==> images/met1.png <==
The bar under the picture is 20 um long. Supply wires on this layer in gray.
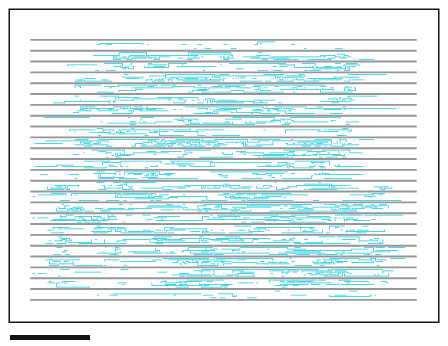
==> images/final_congestion.png <==
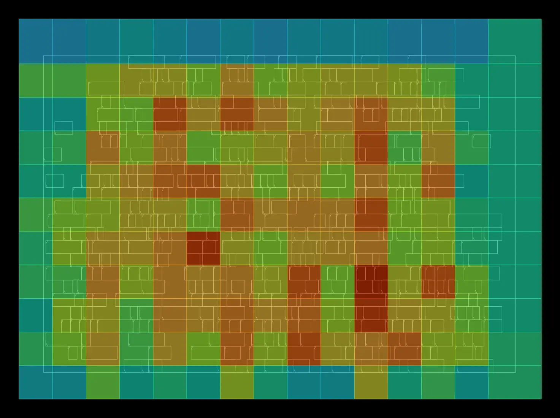
==> images/wire_density.png <==
The die is cut into 21 by 16 equal tiles; dark blue is low, red is high, scaled to the fullest tile. Values are wire area over tile area, all layers added.
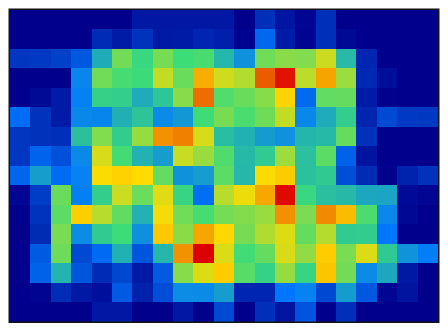
==> images/met2.png <==
Cells faint in the background.
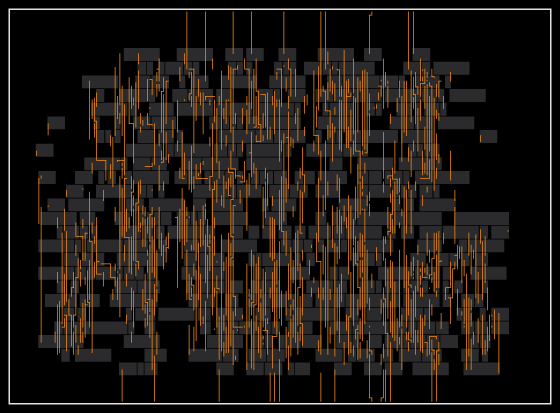
<file path="src/rtl/link_msg_tx_pkg.sv">
`default_nettype none
// Shared widths, parameter defaults and FSM encoding for the link message transmitter.
package link_msg_tx_pkg;

  localparam int WORD_W  = 16;
  localparam int LEN_W   = 8;
  localparam int TIMER_W = 9;
  localparam int DEF_DIV = 2;
  localparam int DEF_GAP = 4;

  typedef enum logic [2:0] {
    ST_IDLE  = 3'd0,
    ST_FETCH = 3'd1,
    ST_SHIFT = 3'd2,
    ST_STALL = 3'd3,
    ST_GAP   = 3'd4
  } state_t;

endpackage
`default_nettype wire

</file>
<file path="src/rtl/link_bit_timer.sv">
`default_nettype none
// Bit-period timer: DIV low cycles then DIV high cycles of serial clock,
// with a strobe on the last cycle of each period.
module link_bit_timer
  import link_msg_tx_pkg::*;
#(
  parameter int DIV = DEF_DIV
) (
  input  logic clk,
  input  logic rst_n,
  input  logic run,
  output logic sck,
  output logic bit_end
);

  localparam logic [TIMER_W-1:0] LAST = TIMER_W'(2 * DIV - 1);
  localparam logic [TIMER_W-1:0] HALF = TIMER_W'(DIV);

  logic [TIMER_W-1:0] cnt;

  // Counter parks at zero whenever the timer is not running, so every run
  // starts at the beginning of a low phase.
  always_ff @(posedge clk) begin
    if (!rst_n) begin
      cnt <= '0;
    end else if (!run || cnt == LAST) begin
      cnt <= '0;
    end else begin
      cnt <= cnt + TIMER_W'(1);
    end
  end

  assign sck     = run && (cnt >= HALF);
  assign bit_end = run && (cnt == LAST);

endmodule
`default_nettype wire

</file>
<file path="src/rtl/link_msg_tx.sv">
`default_nettype none
// Serialises MSG_LEN FIFO words MSB first with mid-word prefetch, underrun
// stalling and an idle gap after each message.
module link_msg_tx
  import link_msg_tx_pkg::*;
#(
  parameter int DIV = DEF_DIV,
  parameter int GAP = DEF_GAP
) (
  input  logic              CLK_IN,
  input  logic              RST,
  input  logic              MSG_START,
  input  logic [LEN_W-1:0]  MSG_LEN,
  input  logic [WORD_W-1:0] FIFO_Q,
  input  logic              FIFO_EMPTY,
  output logic              RD_REQ,
  output logic              TX_SCK,
  output logic              TX_DATA,
  output logic              TX_LOAD,
  output logic              TX_STOP,
  output logic              BUSY,
  output logic              UNDERRUN
);

  localparam logic [3:0] GAP_LAST = 4'(GAP - 1);

  state_t             state, state_d;
  logic [LEN_W-1:0]   word_cnt, word_cnt_d;
  logic [WORD_W-1:0]  shreg, shreg_d;
  logic [WORD_W-1:0]  nxt_word, nxt_word_d;
  logic               nxt_valid, nxt_valid_d;
  logic [3:0]         bit_pos, bit_pos_d;
  logic [3:0]         gap_cnt, gap_cnt_d;
  logic               rd, rd_pend;
  logic               underrun_d, underrun_q;
  logic               in_shift, last_word;
  logic               timer_sck, bit_end;

  assign in_shift  = (state == ST_SHIFT);
  // word_cnt counts words not yet latched, so the word on the wire is final
  // once nothing remains upstream and nothing is held in the prefetch slot.
  assign last_word = (word_cnt == '0) && !nxt_valid;

  link_bit_timer #(.DIV(DIV)) u_timer (
    .clk     (CLK_IN),
    .rst_n   (RST),
    .run     (in_shift || (state == ST_GAP)),
    .sck     (timer_sck),
    .bit_end (bit_end)
  );

  always_ff @(posedge CLK_IN) begin
    if (!RST) begin
      state      <= ST_IDLE;
      word_cnt   <= '0;
      shreg      <= '0;
      nxt_word   <= '0;
      nxt_valid  <= 1'b0;
      bit_pos    <= '0;
      gap_cnt    <= '0;
      rd_pend    <= 1'b0;
      underrun_q <= 1'b0;
    end else begin
      state      <= state_d;
      word_cnt   <= word_cnt_d;
      shreg      <= shreg_d;
      nxt_word   <= nxt_word_d;
      nxt_valid  <= nxt_valid_d;
      bit_pos    <= bit_pos_d;
      gap_cnt    <= gap_cnt_d;
      rd_pend    <= rd;
      underrun_q <= underrun_d;
    end
  end

  always_comb begin
    state_d     = state;
    word_cnt_d  = word_cnt;
    shreg_d     = shreg;
    nxt_word_d  = nxt_word;
    nxt_valid_d = nxt_valid;
    bit_pos_d   = bit_pos;
    gap_cnt_d   = gap_cnt;
    underrun_d  = 1'b0;
    rd          = 1'b0;
    unique case (state)
      ST_IDLE: begin
        if (MSG_START && (MSG_LEN != '0)) begin
          state_d    = ST_FETCH;
          word_cnt_d = MSG_LEN;
        end
      end
      ST_FETCH: begin
        if (rd_pend) begin
          shreg_d    = FIFO_Q;
          word_cnt_d = word_cnt - LEN_W'(1);
          bit_pos_d  = 4'd15;
          state_d    = ST_SHIFT;
        end else if (!FIFO_EMPTY) begin
          rd = 1'b1;
        end
      end
      ST_SHIFT: begin
        if (rd_pend) begin
          nxt_word_d  = FIFO_Q;
          nxt_valid_d = 1'b1;
          word_cnt_d  = word_cnt - LEN_W'(1);
        end else if ((word_cnt != '0) && !nxt_valid && (bit_pos <= 4'd8) && !FIFO_EMPTY) begin
          rd = 1'b1;
        end
        if (bit_end) begin
          if (bit_pos != 4'd0) begin
            shreg_d   = {shreg[WORD_W-2:0], 1'b0};
            bit_pos_d = bit_pos - 4'd1;
          end else if (last_word) begin
            state_d   = ST_GAP;
            gap_cnt_d = 4'd0;
          end else if (nxt_valid) begin
            shreg_d     = nxt_word;
            nxt_valid_d = 1'b0;
            bit_pos_d   = 4'd15;
          end else if (rd_pend) begin
            // Prefetched word arrives exactly at the word boundary.
            shreg_d     = FIFO_Q;
            nxt_valid_d = 1'b0;
            bit_pos_d   = 4'd15;
          end else if (rd) begin
            state_d = ST_FETCH;
          end else begin
            state_d    = ST_STALL;
            underrun_d = 1'b1;
          end
        end
      end
      ST_STALL: begin
        if (!FIFO_EMPTY) begin
          rd      = 1'b1;
          state_d = ST_FETCH;
        end
      end
      ST_GAP: begin
        if (bit_end) begin
          if (gap_cnt == GAP_LAST) begin
            state_d = ST_IDLE;
          end else begin
            gap_cnt_d = gap_cnt + 4'd1;
          end
        end
      end
      default: state_d = ST_IDLE;
    endcase
  end

  assign RD_REQ   = rd;
  assign TX_SCK   = in_shift && timer_sck;
  assign TX_DATA  = in_shift && shreg[WORD_W-1];
  assign TX_LOAD  = in_shift && (bit_pos == 4'd0);
  assign TX_STOP  = TX_LOAD && last_word;
  assign BUSY     = (state != ST_IDLE);
  assign UNDERRUN = underrun_q;

endmodule
`default_nettype wire

</file>
<file path="config.mk">
export PLATFORM = sky130hd
export DESIGN_NAME = link_msg_tx
export DESIGN_NICKNAME = d
export VERILOG_FILES = /design/src/rtl/link_msg_tx_pkg.sv /design/src/rtl/link_bit_timer.sv /design/src/rtl/link_msg_tx.sv
export SDC_FILE = /design/constraint.sdc
export NUM_CORES = 1
export LEC_CHECK = 0
export CAP_MARGIN = 25
export CORE_ASPECT_RATIO = 0.7
export CORE_MARGIN = 5
export CORE_UTILIZATION = 50
export CTS_BUF_LIST = sky130_fd_sc_hd__clkbuf_8
export DETAILED_ROUTE_END_ITERATION = 8
export PLACE_DENSITY = 0.76
export SLEW_MARGIN = 10
export SYNTH_ARGS = -nofsm -noshare
export SYNTH_HDL_FRONTEND = slang
export SYNTH_HIERARCHICAL = 1
export SYNTH_SLANG_ARGS = --single-unit
export TNS_END_PERCENT = 100
</file>
<file path="constraint.sdc">
create_clock -name CLK_IN -period 3 [get_ports CLK_IN]
set_input_delay 0.6 -clock CLK_IN [delete_from_list [all_inputs] [get_ports CLK_IN]]
set_output_delay 0.6 -clock CLK_IN [all_outputs]
set_load 0.02 [all_outputs]
</file>
==> run_results.csv <==
group,metric,value,unit
worst_setup_path,crit_arrival,2270,ps
synth,aoi_share,28.0,%
worst_setup_path,setup.worst_path.start_class,"input port",
synth,synth-seq-area-share,37.9,%
final_timing,setup_violation_total_in_the_final_timing_report,0,
floorplan,die_width,107,um
synth,area_fraction_in_xor_and_xnor_cells,0.790,%
power,power.density,753,mW/mm^2
final_timing,worst-slew-pin-transition,770,ps
power,power.share.combinational,41.6,%
final_timing,timing.final.crit_share,95.7,%
clocking,post-cts-setup-buffer-count,0,
cells_and_area,synthToLayoutAreaGrowth,21.0,%
power,p_sw,1140,uW
synth,post_synth_mux_area_share,1.62,%
worst_setup_path,timing.critical_path.required,2400,ps
hold_path,hold_path_depth,2,
synth,synth_async_sr_flop_share,0,%
final_timing,finalHoldWorstSlack,457,ps
route,via_cell_ratio,5.87,
worst_setup_path,timing.rr.end,"bit_pos[1]",
floorplan,area_of_the_core,0.00634,mm^2
worst_setup_path,worst_r2r_startpoint,"state[2]",
clocking,clock_sinks,63,
clocking,clkLatencyLatePin,350,ps
worst_setup_path,timing.critical_path.slowest_stage_cell,"sky130_fd_sc_hd__clkdlybuf4s50_1",
route,remaining_drc_errors,0,
power,power.share.sequential,33.0,%
synth,logic_family,"AND-OR/OR-AND gates",
synth,synth.yosys.num_cells,392,
worst_setup_path,crit_path_max_fanout,3,
route,antenna_left,0,
synth,synth.yosys.chip_area,0.00332,mm^2
global_routing,grt_pass1_vias,2884,
worst_setup_path,worst_r2r_path_depth,9,
final_timing,rsz0062_at_grt,"false",
cells_and_area,layout.cells.most_common,"sky130_fd_sc_hd__dfxtp_1",
worst_setup_path,cp_peak_stage_delay,440,ps
run,stage_log_warnings,27,
final_timing,max_slew_margin_vs_limit,48.5,%
cells_and_area,stdcell_count,529,
synth,synth_cells,392,
placement,placed_cells,513,
run,cap_violations,0,
synth,yosys.area_share.adder,1.88,%
route,drt-pass1-iter-count,6,
power,power.leakage,0.00145,uW
cells_and_area,final_layout_size_suffix_gt1_share,14.4,%
worst_setup_path,critical_path.endpoint_type,"output port",
clocking,clockBufferDepth,2,
clocking,worst_setup_hold_path_clk_slew,70,ps
route,dr.first_iter.drc_count,289,
synth,dominantRegCellSynth,"sky130_fd_sc_hd__dfxtp_1",
final_timing,timing.final.hold_violations,0,
floorplan,ioPinCount,35,
cells_and_area,fillers,544,
cells_and_area,final_layout_top_logic_cells,"sky130_fd_sc_hd__dfxtp_1, sky130_fd_sc_hd__nand2_1, sky130_fd_sc_hd__nor2_1, sky130_fd_sc_hd__a21oi_1, sky130_fd_sc_hd__clkdlybuf4s50_1",
final_timing,achievable-frequency,0.348,GHz
synth,simple_gate_share,24.7,%
worst_setup_path,worstPathBufferInverterCount,2,
worst_setup_path,timing.setup.critical_path_class,"input port to output port",
synth,distinct_cell_type_count_of_the_synthesized_netlist,69,
worst_setup_path,crit_family,"buffers and inverters",
floorplan,initial_utilization,52.5,%
placement,dp_hpwl,5790,um
power,peak_supply_drop,0.000337,V
global_routing,first_pass_grt_wire_length,14100,um
status,run_status,"finished clean",
floorplan,core.rowCount,24,
cells_and_area,num_antenna_cells,0,
cells_and_area,nNetsFinal,466,
global_routing,grt_max_degree,25,
synth,enable_flop_cells,0,
global_routing,grt_antenna_before_repair,0,
clocking,tritoncts,"done",
synth,ys_warn_count,6,
clocking,cts-buffers-inserted,9,
floorplan,chip_area,0.00841,mm^2
cells_and_area,post-route-cell-area,0.00402,mm^2
final_timing,final.setup_skew,7.69,ps
hold_path,min_to,"nxt_word[7]",
floorplan,chipHeight,78.2,um
synth,synth-seq-cells,63,
final_timing,final.min_clock_period,2870,ps
placement,gp_weighted_congestion,0.831,
Back to the opening pictures, met1.png:
nets with wire on the layer: 436
main direction: horizontal
wire length on this layer: 3880 um
total via count in the routed design: 3105
drt total wl: 8450 um
GR Util met1: 28.7%

Back to the opening pictures, final_congestion.png:
busiest layer in global routing: met2
Final Util: 63.5%
global-route met3 utilization: 5.33%
met2 usage in global routing: 31.5%

Back to the opening pictures, wire_density.png:
densest ninth of the die: center
tiles over half the peak: 31%
mean over tiles: 0.16
post-detailed-route wirelength per cell: 16.0 um
gr usage total: 20.6%

Back to the opening pictures, met2.png:
wire length on this layer: 3910 um
main direction: vertical

-- repair_timing --
action / CTS / global route
pin swaps: 0 / 0
resized: 1 / 5
setup endpoints to repair: 1 / 20
hold buffers: 0 / 0
-- worst min-delay path: stages, from the launching register on --
cell and delay (ps):
sky130_fd_sc_hd__dfxtp_1 310, sky130_fd_sc_hd__nand2_1 50, sky130_fd_sc_hd__a21oi_1 50
-- metal layers --
metal / GRT usage, % / up-vias / part of all wire, %
li1: - / 1534 / -
met1: 28.7 / 1450 / 46
met2: 31.5 / 112 / 46
met3: 5.33 / 9 / 7.0
met4: 5.67 / 0 / 0.92
met5: 0 / - / 0
-- cell type report --
class	instances	area [um^2]	area share [%]
multi-input combinational	295	1920	47.8
sequential	63	1260	31.3
timing repair buffer	51	469	11.7
clock buffer	11	151	3.76
tap	91	114	2.83
clock inverter	5	57.6	1.43
inverter	13	48.8	1.21
-- cell families (layout without fill, tap and decap cells) --
family	count (synthesis)	in the layout
AND/OR/NAND/NOR	158	158
AND-OR/OR-AND	124	124
flip-flops	63	63
buffers and inverters	34	80
adder cells (fa/ha/maj)	5	5
multiplexers	5	5
XOR/XNOR	3	3
-- power groups by stage --
stage	Combinational, uW	Sequential (uW)	Clock (uW)
floorplan	889	992	0
global placement	1190	1010	0
detailed placement	1220	1010	0
CTS	1220	993	783
global route	1360	1010	821
finish	1260	999	771
-- sequential cells by signal (all words and copies together), names as in the netlist --
| signal | flops |
|---|---|
| word_cnt | 8 |
| rd_pend | 1 |
| gap_cnt | 4 |
| shreg | 16 |
| state | 3 |
| nxt_word | 16 |
| bit_pos | 4 |
| nxt_valid | 1 |
| u_timer/cnt | 9 |
| UNDERRUN | 1 |
-- through the flow --
stage	worst slack (ps)	setup TNS, ps	total power, uW
6_report	129	0	3030
5_1_grt	1.83	0	3190
4_1_cts	17.2	0	2990
3_5_place_dp	-229	-229	2230
3_3_place_gp	-164	-164	2200
2_1_floorplan	274	0	1880
-- synth_stat cells, drive strengths merged (4+ instances only) --
cell | number | area (um^2)
nand3 | 12 | 60.1
nor3b | 4 | 46.3
nand2b | 6 | 40.0
nor3 | 7 | 35.0
a222oi | 14 | 140
a21oi | 39 | 221
nand2 | 53 | 204
inv | 13 | 48.8
and2 | 4 | 25.0
o21ai | 18 | 101
clkbuf | 7 | 26.3
nor2 | 38 | 153
nor4 | 4 | 31.3
or3 | 10 | 63.8
dfxtp | 63 | 1260
ha | 5 | 62.6
buf | 14 | 92.6
a21o | 10 | 75.1
a211oi | 4 | 30.0
a2bb2oi | 14 | 123
-- worst max-delay path by stage --
stage | from | endpoint | slack [ps] | cells after the start
after floorplan | state[0] | bit_pos[2] | 270 | 10
after global placement | FIFO_EMPTY | RD_REQ | -160 | 7
after detailed placement | FIFO_EMPTY | RD_REQ | -230 | 7
after CTS | word_cnt[0] | RD_REQ | 20 | 8
after global routing | FIFO_EMPTY | RD_REQ | 2 | 7
final | FIFO_EMPTY | RD_REQ | 130 | 7
Power figures rest on the tool's default switching activity, not on a simulated workload.
